==> config.mk <==
export PLATFORM = sky130hd
export DESIGN_NAME = spi_mem_cache_flat
export DESIGN_NICKNAME = d
export VERILOG_FILES = /design/src/rtl/spi_mem_cache_pkg.sv /design/src/rtl/spi_mem_cache_if.sv /design/src/rtl/spi_mem_cache_array.sv /design/src/rtl/spi_mem_cache.sv /design/src/flat_wrapper.sv
export SDC_FILE = /design/constraint.sdc
export NUM_CORES = 1
export LEC_CHECK = 0
export CAP_MARGIN = 20
export CORE_ASPECT_RATIO = 1.4
export CORE_MARGIN = 5
export CORE_UTILIZATION = 60
export CTS_CLUSTER_SIZE = 25
export DETAILED_ROUTE_END_ITERATION = 10
export PLACE_DENSITY = 0.76
export RECOVER_POWER = 25
export SLEW_MARGIN = 10
export SYNTH_ARGS = -nofsm -noshare
export SYNTH_HDL_FRONTEND = slang
export SYNTH_SLANG_ARGS = --single-unit
export TNS_END_PERCENT = 30
==> constraint.sdc <==
create_clock -name clk -period 7.15 [get_ports clk]
set_clock_uncertainty 0.2 [all_clocks]
set_input_delay 0.715 -clock clk [delete_from_list [all_inputs] [get_ports clk]]
set_output_delay 0.715 -clock clk [all_outputs]
set_load 0.1 [all_outputs]
run_1/drive_strength.png
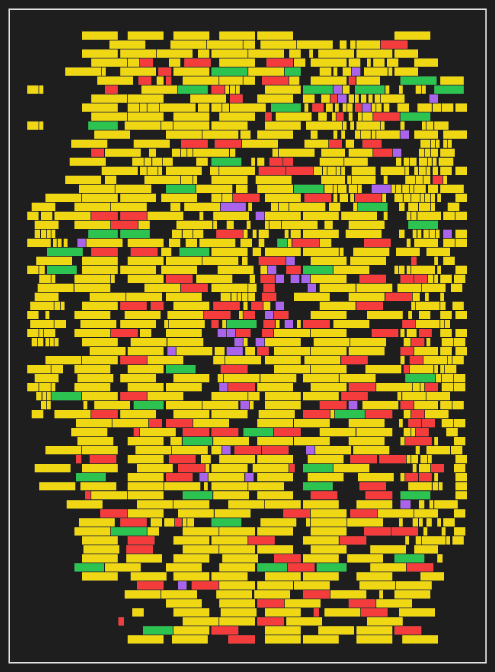
- red: drive 2 (cells 141)
- yellow: drive 1 or less (cells 755)
- purple: drive 3 to 4 (cells 36)
- green: drive 6 and up (cells 42)
area grow syn2layout: 15.8%
Signal buffers: 108
Final Instance Area: 17300 um^2
Final Worst Setup Slack: 1780 ps

run_1/final_placement.png
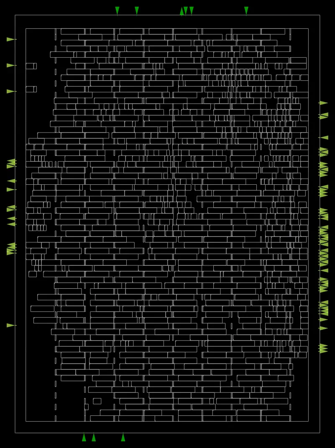
Placement Rows: 68
final sequential cell count: 374
Std-Cell Core Area: 24600 um^2
non-filler cells, final: 1289
sequential share of cell area: 61.8%

run_1/clock_map.png
Bar = 50 um.
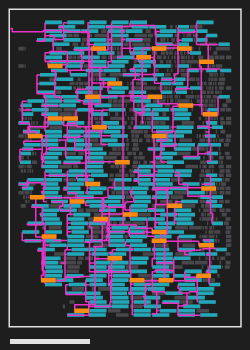
- magenta: clock wires (length 3830 um)
- cyan: flip-flops (count 374)
- orange: cells driving clock nets (count 34)
- flops lie: spread over the die
clk_lat worst skew: 510 ps
clock network power consumption: 1.81 mW
clock share of power: 34.6%

==> results.sh, run 1 <==
# yosys + openroad results
export IMPL_slowest_stage="nor3_2"
export IMPL_pg_comb_uw=921
export IMPL_wl_met2_mm=18.4
export IMPL_hold_slack_ps=257
export IMPL_io_pins=75
export IMPL_finalCritPeriodShare_pct=75.1
export IMPL_flop_cell="edfxtp_1"
export IMPL_final_util_pct=70.4
export IMPL_inverters=17
export IMPL_syn_area_um2=14900
export IMPL_dp_cells=1227
export IMPL_nClkBuffers=42
export IMPL_warning_count=29
export IMPL_status="complete, no violations"
export IMPL_fmax_mhz=186
export IMPL_worst_path_stages=9
export IMPL_nets=991
export IMPL_dp_hpwl_mm=21.9
export IMPL_ff2ff_setup_slack_ps=2310
export IMPL_grt_use_met2_pct=43.5
export IMPL_tightestPinTransition_ps=1090
export IMPL_aoi_share_pct=5.01
export IMPL_grt_first_pass_wirelength_mm=53.3
export IMPL_dominant_cell_class="flip-flops and latches"
export IMPL_netlist_instances=854
export IMPL_grt_use_met1_pct=34.3
export IMPL_top_power_group="registers"
export IMPL_slowest_delay_ps=870
export IMPL_async_reset_ff_share_pct=0
export IMPL_pre_cts_ws_ps=1310
export IMPL_grt_pass1_vias=8673
export IMPL_tap_cells=315
export IMPL_cp_cell_sequence="buf_2, mux4_2, mux4_2, xor2_1, or4b_4, nor4_4, a21oi_4, nor3_2, buf_4"
export IMPL_yosysCellCount=854
export IMPL_routed_wl_met3_mm=2.65
export IMPL_cts_resized=0
export IMPL_worst_ep_arrival_time_ps=5380
export IMPL_layout_buffer_nonclock_area_share_pct=5.70
export IMPL_portBuffers=74
export IMPL_synth_top_area_share_pct=64.3
export IMPL_pg_seq_mw=2.51
export IMPL_use_met3_pct=3.52
export IMPL_cts_tree="done"
export IMPL_syn_area_per_cell_um2=17.5
export IMPL_drt_first_pass_iters=7
export IMPL_ys_seq_share_pct=71.5
export IMPL_wl_mm=35.1
export IMPL_relSlewSlack_pct=27.6
export IMPL_comb_area_um2=4070
export IMPL_xor_area_share_pct=0.820
export IMPL_adder_share_pct=0.335
export IMPL_antenna_cells=0
export IMPL_most_common_cell="edfxtp_1"
export IMPL_cts_root_buf="clkbuf_16"
export IMPL_yosys_top_cells_area="edfxtp_1, mux4_2, dfxtp_1"
export IMPL_gp_congestion=0.859
export IMPL_grt_max_degree=49
export IMPL_numClockSinks=374
export IMPL_routed_via_density=6.57
export IMPL_r2r_cells=8
export IMPL_post_route_drc_count=0
export IMPL_endpoint_kind="flip-flop"
export IMPL_irDropWorstVdd_mv=0.341
export IMPL_numCtsBuffers=34
export IMPL_post_cts_buffers=0
export IMPL_p_sw_mw=1.45
export IMPL_grt_ovfl_total=0
export IMPL_crit_type="primary input to flip-flop"
export IMPL_synthDistinctLibCells=56
export IMPL_internal_power_mw=3.79
export IMPL_leakage_nw=5.63
export IMPL_largest_area_cell="edfxtp_1"
export IMPL_common_cells="edfxtp_1, nand2_1, mux4_2"
export IMPL_ys_sh_mux_pct=15.5
export IMPL_power_total_mw=5.24
-- run 1: cells in the final DEF, fill, tap and decap left out, types with 4 or more instances in the layout --
cell type	n
o221a_2	8
mux2_2	19
clkbuf_1	9
xor2_1	6
clkinv_1	7
dfxtp_1	54
o21ai_0	9
bufinv_16	4
edfxtp_1	320
clkdlybuf4s50_1	58
nor2_1	23
a31oi_1	9
nor3_2	6
a21oi_1	29
nor2b_1	5
nand2_1	90
mux4_2	82
mux2i_1	26
ha_1	4
o22ai_1	7
clkinv_2	7
dlygate4sd3_1	12
o31ai_1	8
nand3_1	6
nor4_2	5
clkbuf_16	36
xnor2_1	8
a211oi_1	4
nand2b_1	5
inv_1	16
buf_4	32
nor3_1	7
nor2_2	5
run_1/wire_density.png
The die is cut into 29 by 39 equal tiles; dark blue is low, red is high, scaled to the fullest tile. Values are wire area over tile area, all layers added.
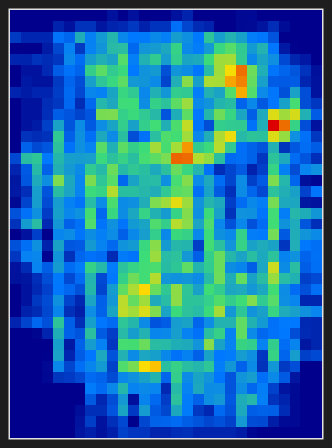

==> run 1 -> run 2 <==
Clock period 7.15 ns to 5.6 ns, I/O delays scaled along.
run_2/wire_density.png
The die is cut into 29 by 39 equal tiles; dark blue is low, red is high, scaled to the fullest tile. Values are wire area over tile area, all layers added.
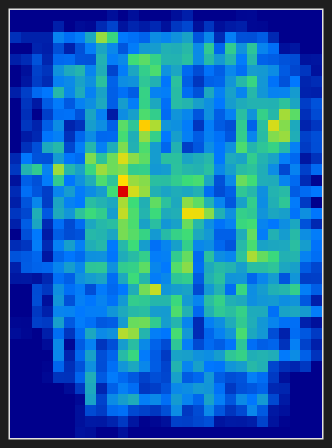
- tiles over half the peak: 6.4%
- mean over tiles: 0.22
- nearly empty tiles: 13%
- fullest tile: 0.87
- densest ninth of the die: center
- emptiest ninth of the die: south-west
final WL: 37.3 mm
Avg WL per Cell: 28.5 um
routed via count: 8678
All-Layer GR Usage: 26.8%

==> results.sh, run 2 <==
# yosys + openroad results
export IMPL_pre_cts_ws_ps=487
export IMPL_dp_hpwl_mm=24.7
export IMPL_worst_slack_ps=752
export IMPL_relSlewSlack_pct=19.3
export IMPL_slowest_stage="buf_2"
export IMPL_drt_first_pass_iters=5
export IMPL_dominant_cell_class="flip-flops and latches"
export IMPL_gp_congestion=0.884
export IMPL_irDropWorstVdd_mv=0.358
export IMPL_tap_cells=315
export IMPL_nClkBuffers=43
export IMPL_finalCritPeriodShare_pct=86.6
export IMPL_warning_count=30
export IMPL_final_util_pct=71.3
export IMPL_power_total_mw=6.91
export IMPL_numCtsBuffers=35
export IMPL_final_cells=1308
export IMPL_ff2ff_setup_slack_ps=1220
export IMPL_r2r_cells=8
export IMPL_largest_area_cell="edfxtp_1"
export IMPL_mostFrequentLayoutCells="edfxtp_1, nand2_1, mux4_2, clkdlybuf4s50_1, dfxtp_1"
export IMPL_common_cells="edfxtp_1, nand2_1, mux4_2"
export IMPL_post_route_drc_count=0
export IMPL_portBuffers=74
export IMPL_seq_cells=374
export IMPL_tightestPinTransition_ps=1210
export IMPL_netlist_instances=854
export IMPL_post_cts_buffers=0
export IMPL_lay_top_count="edfxtp_1"
export IMPL_design_area_um2=17500
export IMPL_leakage_nw=5.75
export IMPL_async_reset_ff_share_pct=0
export IMPL_inverters=17
export IMPL_layout_buffer_nonclock_area_share_pct=6.24
export IMPL_syn_area_per_cell_um2=17.5
export IMPL_seq_share_pct=61.0
export IMPL_grt_first_pass_wirelength_mm=55.7
export IMPL_routed_via_density=6.63
export IMPL_cts_root_buf="clkbuf_16"
export IMPL_final_max_slew_violation_count=0
export IMPL_worst_ep_arrival_time_ps=4860
export IMPL_antenna_cells=0
export IMPL_comb_area_um2=4070
export IMPL_grt_ovfl_total=0
export IMPL_grt_pass1_vias=8954
export IMPL_syn_area_um2=14900
export IMPL_yosys_top_cells_area="edfxtp_1, mux4_2, dfxtp_1"
export IMPL_hold_slack_ps=252
export IMPL_nets=1010
export IMPL_fmax_mhz=206
export IMPL_slowest_delay_ps=660
export IMPL_dp_cells=1245
export IMPL_ys_seq_share_pct=71.5
export IMPL_status="complete, no violations"
export IMPL_flop_cell="edfxtp_1"
export IMPL_io_pins=75
## run 2: cell counts after synthesis
Identical to the previous run, type by type.
## run 2: per-layer routing
metal  up-vias  track usage (%)  share of wire [%]
met3       109             3.67                6.9
met2       500             48.4                 54
li1       3613                -                  -
met5         -                0                  0
met1      4456             31.8                 34
met4         0             12.0                5.2
## run 2: cell families (layout without fill, tap and decap cells)
kind of cell	count (synthesis)	in the layout	share of synthesized area (%)
and+or+nand+nor	165	165	4.96
adders and majority gates	4	4	0.335
DFF	374	374	71.5
xor gates and xnor gates	14	14	0.820
AOI/OAI and AO/OA	104	104	5.01
muxes	127	127	15.5
buffers and inverters	66	205	1.83
## run 2: report_power, final
group,internal [mW],switching (mW),leakage (nW)
clock network,1.51,1.00,0.597
registers,3.17,0.0393,3.32
logic,0.327,0.866,1.84
total,5.00,1.91,5.75
Power figures rest on the tool's default switching activity, not on a simulated workload.
